`src/rtl/stopwatch_pkg.sv`:
```
// Shared constants and state type for the stopwatch time-keeping core.
// Imported by the counter top and the digit incrementor.
package stopwatch_pkg;

  localparam int DIG_W        = 4;
  localparam int NUM_DIG      = 4;
  localparam int LIM_DEC      = 10;
  localparam int LIM_SEC_TENS = 6;

  typedef enum logic [1:0] {
    ST_IDLE  = 2'd0,
    ST_RUN   = 2'd1,
    ST_PAUSE = 2'd2
  } sw_state_e;

  // Digit 3 is the seconds-tens place; every other place is decimal.
  function automatic int digit_limit(input int idx);
    return (idx == NUM_DIG - 1) ? LIM_SEC_TENS : LIM_DEC;
  endfunction

endpackage

```
`src/rtl/stopwatch_counter_lim_inc.sv`:
```
// Single limited incrementor: adds the carry-in and wraps to zero at LIMIT.
// Purely combinational; the caller owns the digit register.
module Lim_Inc
  import stopwatch_pkg::*;
#(
  parameter int LIMIT = LIM_DEC,
  parameter int W     = DIG_W
) (
  input  logic [W-1:0] i_d,
  input  logic         i_ci,
  output logic [W-1:0] o_nxt,
  output logic         o_co
);

  logic [W:0] w_sum;

  assign w_sum = {1'b0, i_d} + {{W{1'b0}}, i_ci};
  assign o_co  = (w_sum >= (W+1)'(LIMIT));
  assign o_nxt = o_co ? '0 : w_sum[W-1:0];

endmodule

```
`src/rtl/stopwatch_counter.sv`:
```
// Stopwatch core: run/pause/clear FSM, centisecond prescaler and SS.cc digits.
// Digits advance through a ripple chain of Lim_Inc instances on each tick.
//
// state    | meaning
// ST_IDLE  | stopped and zeroed, waiting for start_stop
// ST_RUN   | prescaler counting, digits advance on tick
// ST_PAUSE | prescaler and digits frozen, resumable
module stopwatch_counter
  import stopwatch_pkg::*;
#(
  parameter int TICK_DIV = 1000000
) (
  input  logic             clk,
  input  logic             reset_n,
  input  logic             start_stop,
  input  logic             clear,
  output logic [DIG_W-1:0] d0,
  output logic [DIG_W-1:0] d1,
  output logic [DIG_W-1:0] d2,
  output logic [DIG_W-1:0] d3,
  output logic             running,
  output logic             wrap
);

  localparam int               CNT_W      = $clog2(TICK_DIV);
  localparam logic [CNT_W-1:0] PRESC_LAST = CNT_W'(TICK_DIV - 1);

  sw_state_e        r_state;
  logic [CNT_W-1:0] r_presc;
  logic [DIG_W-1:0] r_dig [NUM_DIG];
  logic             r_running;
  logic             r_wrap;

  logic             w_tick;
  logic [NUM_DIG:0] w_carry;
  logic [DIG_W-1:0] w_nxt [NUM_DIG];

  assign w_tick     = (r_state == ST_RUN) && (r_presc == PRESC_LAST);
  assign w_carry[0] = w_tick;

  for (genvar g = 0; g < NUM_DIG; g++) begin : g_dig
    Lim_Inc #(
      .LIMIT (digit_limit(g)),
      .W     (DIG_W)
    ) u_lim_inc (
      .i_d   (r_dig[g]),
      .i_ci  (w_carry[g]),
      .o_nxt (w_nxt[g]),
      .o_co  (w_carry[g+1])
    );
  end

  always_ff @(posedge clk or negedge reset_n) begin
    if (!reset_n) begin
      r_state   <= ST_IDLE;
      r_presc   <= '0;
      r_running <= 1'b0;
      r_wrap    <= 1'b0;
      for (int i = 0; i < NUM_DIG; i++) r_dig[i] <= '0;
    end else begin
      // A clear on the rollover edge zeroes the count, so no wrap is reported.
      r_wrap <= w_carry[NUM_DIG] && !clear;
      case (r_state)
        ST_IDLE: begin
          r_presc <= '0;
          if (start_stop && !clear) begin
            r_state   <= ST_RUN;
            r_running <= 1'b1;
          end
        end
        ST_RUN: begin
          if (clear) begin
            r_state   <= ST_IDLE;
            r_presc   <= '0;
            r_running <= 1'b0;
            for (int i = 0; i < NUM_DIG; i++) r_dig[i] <= '0;
          end else begin
            r_presc <= w_tick ? '0 : r_presc + 1'b1;
            if (w_tick) begin
              for (int i = 0; i < NUM_DIG; i++) r_dig[i] <= w_nxt[i];
            end
            if (start_stop) begin
              r_state   <= ST_PAUSE;
              r_running <= 1'b0;
            end
          end
        end
        ST_PAUSE: begin
          if (clear) begin
            r_state   <= ST_IDLE;
            r_presc   <= '0;
            r_running <= 1'b0;
            for (int i = 0; i < NUM_DIG; i++) r_dig[i] <= '0;
          end else if (start_stop) begin
            r_state   <= ST_RUN;
            r_running <= 1'b1;
          end
        end
        default: begin
          r_state   <= ST_IDLE;
          r_presc   <= '0;
          r_running <= 1'b0;
          for (int i = 0; i < NUM_DIG; i++) r_dig[i] <= '0;
        end
      endcase
    end
  end

  assign d0      = r_dig[0];
  assign d1      = r_dig[1];
  assign d2      = r_dig[2];
  assign d3      = r_dig[3];
  assign running = r_running;
  assign wrap    = r_wrap;

endmodule

```
`config.mk`:
```
export PLATFORM = sky130hd
export DESIGN_NAME = stopwatch_counter
export DESIGN_NICKNAME = d
export VERILOG_FILES = /design/src/rtl/stopwatch_pkg.sv /design/src/rtl/stopwatch_counter_lim_inc.sv /design/src/rtl/stopwatch_counter.sv
export SDC_FILE = /design/constraint.sdc
export NUM_CORES = 1
export LEC_CHECK = 0
export ABC_CLOCK_PERIOD_IN_PS = 14400
export CAP_MARGIN = 40
export CORE_MARGIN = 2
export CORE_UTILIZATION = 30
export CTS_CLUSTER_SIZE = 16
export DETAILED_ROUTE_END_ITERATION = 7
export SLEW_MARGIN = 20
export SYNTH_ARGS = -nofsm -noshare
export SYNTH_HDL_FRONTEND = slang
export SYNTH_SLANG_ARGS = --single-unit
```
`constraint.sdc`:
```
create_clock -name clk -period 14.4 [get_ports clk]
set_input_delay 1.44 -clock clk [delete_from_list [all_inputs] [get_ports clk]]
set_output_delay 1.44 -clock clk [all_outputs]
set_load 0.005 [all_outputs]
```
**Run 1: routed metal, one color a layer**

Scale: 6 px per um. Only two layers are drawn.
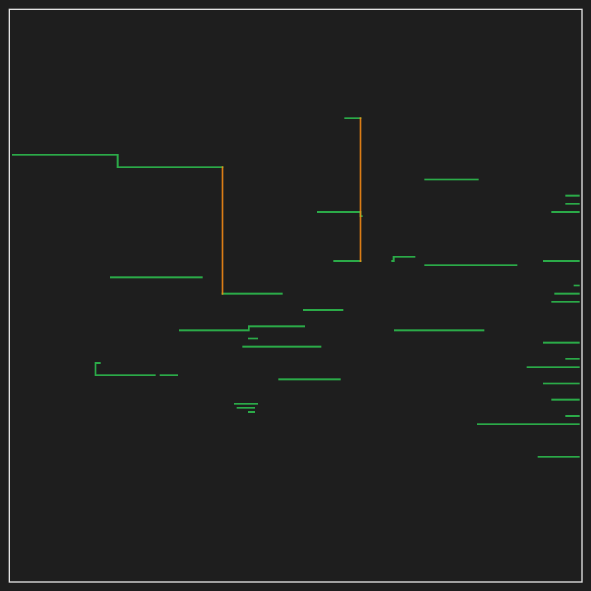
legend:
  orange:
    layer: M4
    wire_length: 44.9 um
  green:
    layer: M3
    wire_length: 271 um
GR Util All Layers: 0.1400
Routed wire per std cell: 14.72 um
via count: 2189
drt total wl: 5.874 mm

**Run 1: the metal 2 layer**

Scale: 4 px per um. Cells faint in the background.
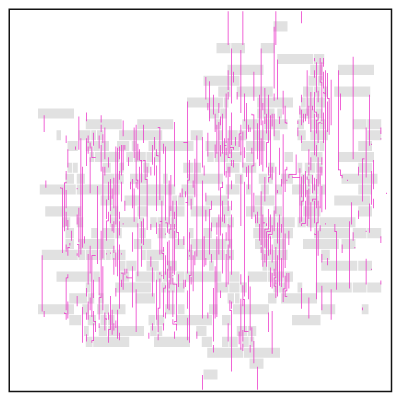
wire length on this layer: 2840 um
nets with wire on the layer: 262

**Run 1: clock nets**

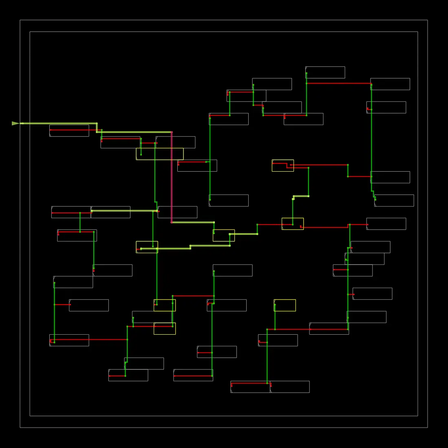
FF+latch count: 40
clkbuf count: 7
Clock Skew: 0.008504 ns
CTS Buf Count: 5

==> changes_impl.md, run 1 <==
### Implementation results

* P_leak at 1.162 nW
* RSZ-0062 raised after global routing: false
* Seq. cell area at 1001 um2
* P_seq at 114 uW
* Post-layout period usage at 0.4205
* WHS at 0.4892 ns
* Worst hold path cell count at 2
* Critical path launch point: r_presc[0]$_DFFE_PN0N_
* Die width at 95.22 um
* Clock network power share at 0.443
* Pin count of the biggest net entering global routing at 25
* GRT met1 Usage at 0.1719
* R2R setup slack at 8.35 ns
* Simple Share, Synth at 0.2707
* Vias in the first global route at 2161
* Clock sink total at 40
* Initial DRC Count at 83
* Net Sw Frac at 0.2216
* Tapcells at 105
* Detailed placement HPWL at 4.327 mm
* Signal buffers share of area at 0.08648
* Comb power frac at 0.061
* Adder Share, Synth at 0.04511
* Initial antenna violation count at 0
* GR Util met2 at 0.2441
* Number of H-tree levels at 2
* CORE AREA at 8134 um2
* Count of non-CTS buffers in the layout at 26
* Crit. End Element: flip-flop
* Clock Tree Root: clkbuf_8
* Multi-input comb cells at 208
* Pwr dens at 78.17 nW/um2
* Xor/xnor share at 0.01053
* Slew Limit Fails at 0
* Final Instance Count excl. Fillers at 399
* Top cells, area: dfrtp_1 (40%), ha_1 (4.5%), nand2_1 (3.9%)
* Hold Path End: running$_DFFE_PN0P_
* Skew-Pair Late Insertion Delay at 0.30 ns
* Capture point of the worst reg-to-reg path: d3[2]$_DFFE_PN0P_
* Status: complete, no violations
* Post-synthesis async set-or-reset flop share at 1.000
* Reg-to-Reg Start: r_presc[0]$_DFFE_PN0N_
* Site Rows at 33
* Crit Path Max Fanout at 6
* Largest reg by FF count: r_presc
* Diodes inserted at 0
* Startpoint Class: flip-flop
* CTS tree: done
* Top cells by count: dfrtp_1 (40), nand2_1 (26), o21ai_0 (18), a21oi_1 (16), a31oi_1 (13)
* Floorplan core density at 0.3069
* Clock group at 102 uW
* Critical path endpoint: d3[2]$_DFFE_PN0P_
* DR top layer: met4
* Gr ovfl total at 0
* Cell area after layout at 2952 um2
**Run 1: port wiring**

Scale: 4 px per um.
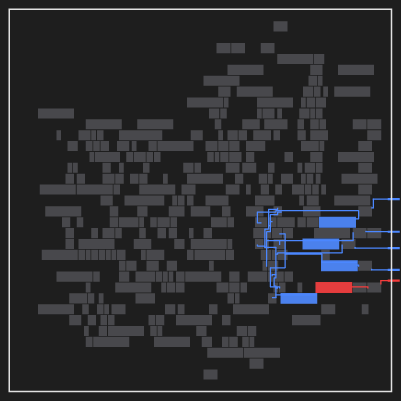

==> run 2, diff against run 1 <==
ABC_CLOCK_PERIOD_IN_PS = 5100   (was 14400)
clock period = 5.1 ns   (was 14.4 ns; I/O delays follow)
**Run 2: port wiring**

Scale: 4 px per um.
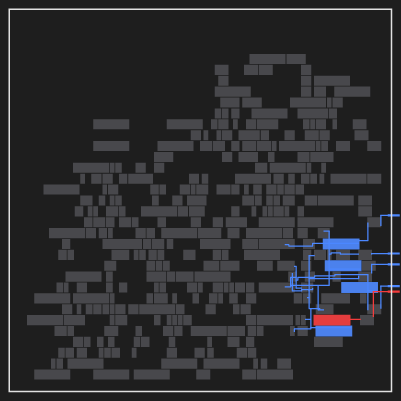
legend:
  blue:
    port: d3
    bits: 4
    direction: output
    edge: right
    end_cells: 4
    buffers: 4
    wire: 204 um
  red:
    port: wrap
    bits: 1
    direction: output
    edge: right
    end_cells: 1
    buffers: 1
    wire: 13.4 um
I/O Pins: 22
Port Buffer Count: 21

==> changes_impl.md, run 2 <==
### Implementation results

* Status: complete, no violations
* Net Sw Frac at 0.2492
* Pin count of the biggest net entering global routing at 28
* CORE AREA at 8134 um2
* Post-layout period usage at 0.9980
* GRT met1 Usage at 0.1860
* Initial antenna violation count at 0
* Clock group at 229 uW
* Diodes inserted at 0
* Clock Skew at 0.01419 ns
* CTS Buf Count at 5
* Multi-input comb cells at 208
* Vias in the first global route at 2205
* Crit. End Element: flip-flop
* GR Util All Layers at 0.1454
* WHS at 0.1104 ns
* Final Util at 0.4046
* Signal buffers share of area at 0.1403
* Post-synthesis async set-or-reset flop share at 1.000
* CTS tree: done
* R2R setup slack at 0.01 ns
* Clock Tree Root: clkbuf_8
* Gr ovfl total at 0
* Xor/xnor share at 0.01053
* Reg-to-Reg Start: r_presc[11]$_DFFE_PN0N_
* Initial DRC Count at 86
* Final Instance Count excl. Fillers at 426
* Slew Limit Fails at 0
* Site Rows at 33
* Clock sink total at 40
* Adder Share, Synth at 0.04511
* Die width at 95.22 um
* Tapcells at 105
* Crit Path Max Fanout at 5
* Pwr dens at 180.8 nW/um2
* Routed wire per std cell at 15.15 um
* Detailed placement HPWL at 4.473 mm
* Simple Share, Synth at 0.2707
* P_seq at 322 uW
* Clock network power share at 0.384
* Floorplan core density at 0.3069
* Skew-Pair Late Insertion Delay at 0.29 ns
* Comb power frac at 0.075
* RSZ-0062 raised after global routing: true
* P_leak at 1.272 nW
**Run 2: the metal 2 layer**

Scale: 4 px per um. Cells faint in the background.
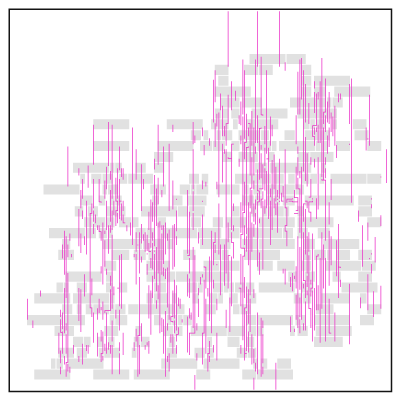
nets with wire on the layer: 287
wire length on this layer: 3250 um
longest straight run: 38.1 um
GR Util met2: 0.2547
via count: 2270
drt total wl: 6.455 mm

Power figures rest on the tool's default switching activity, not on a simulated workload.
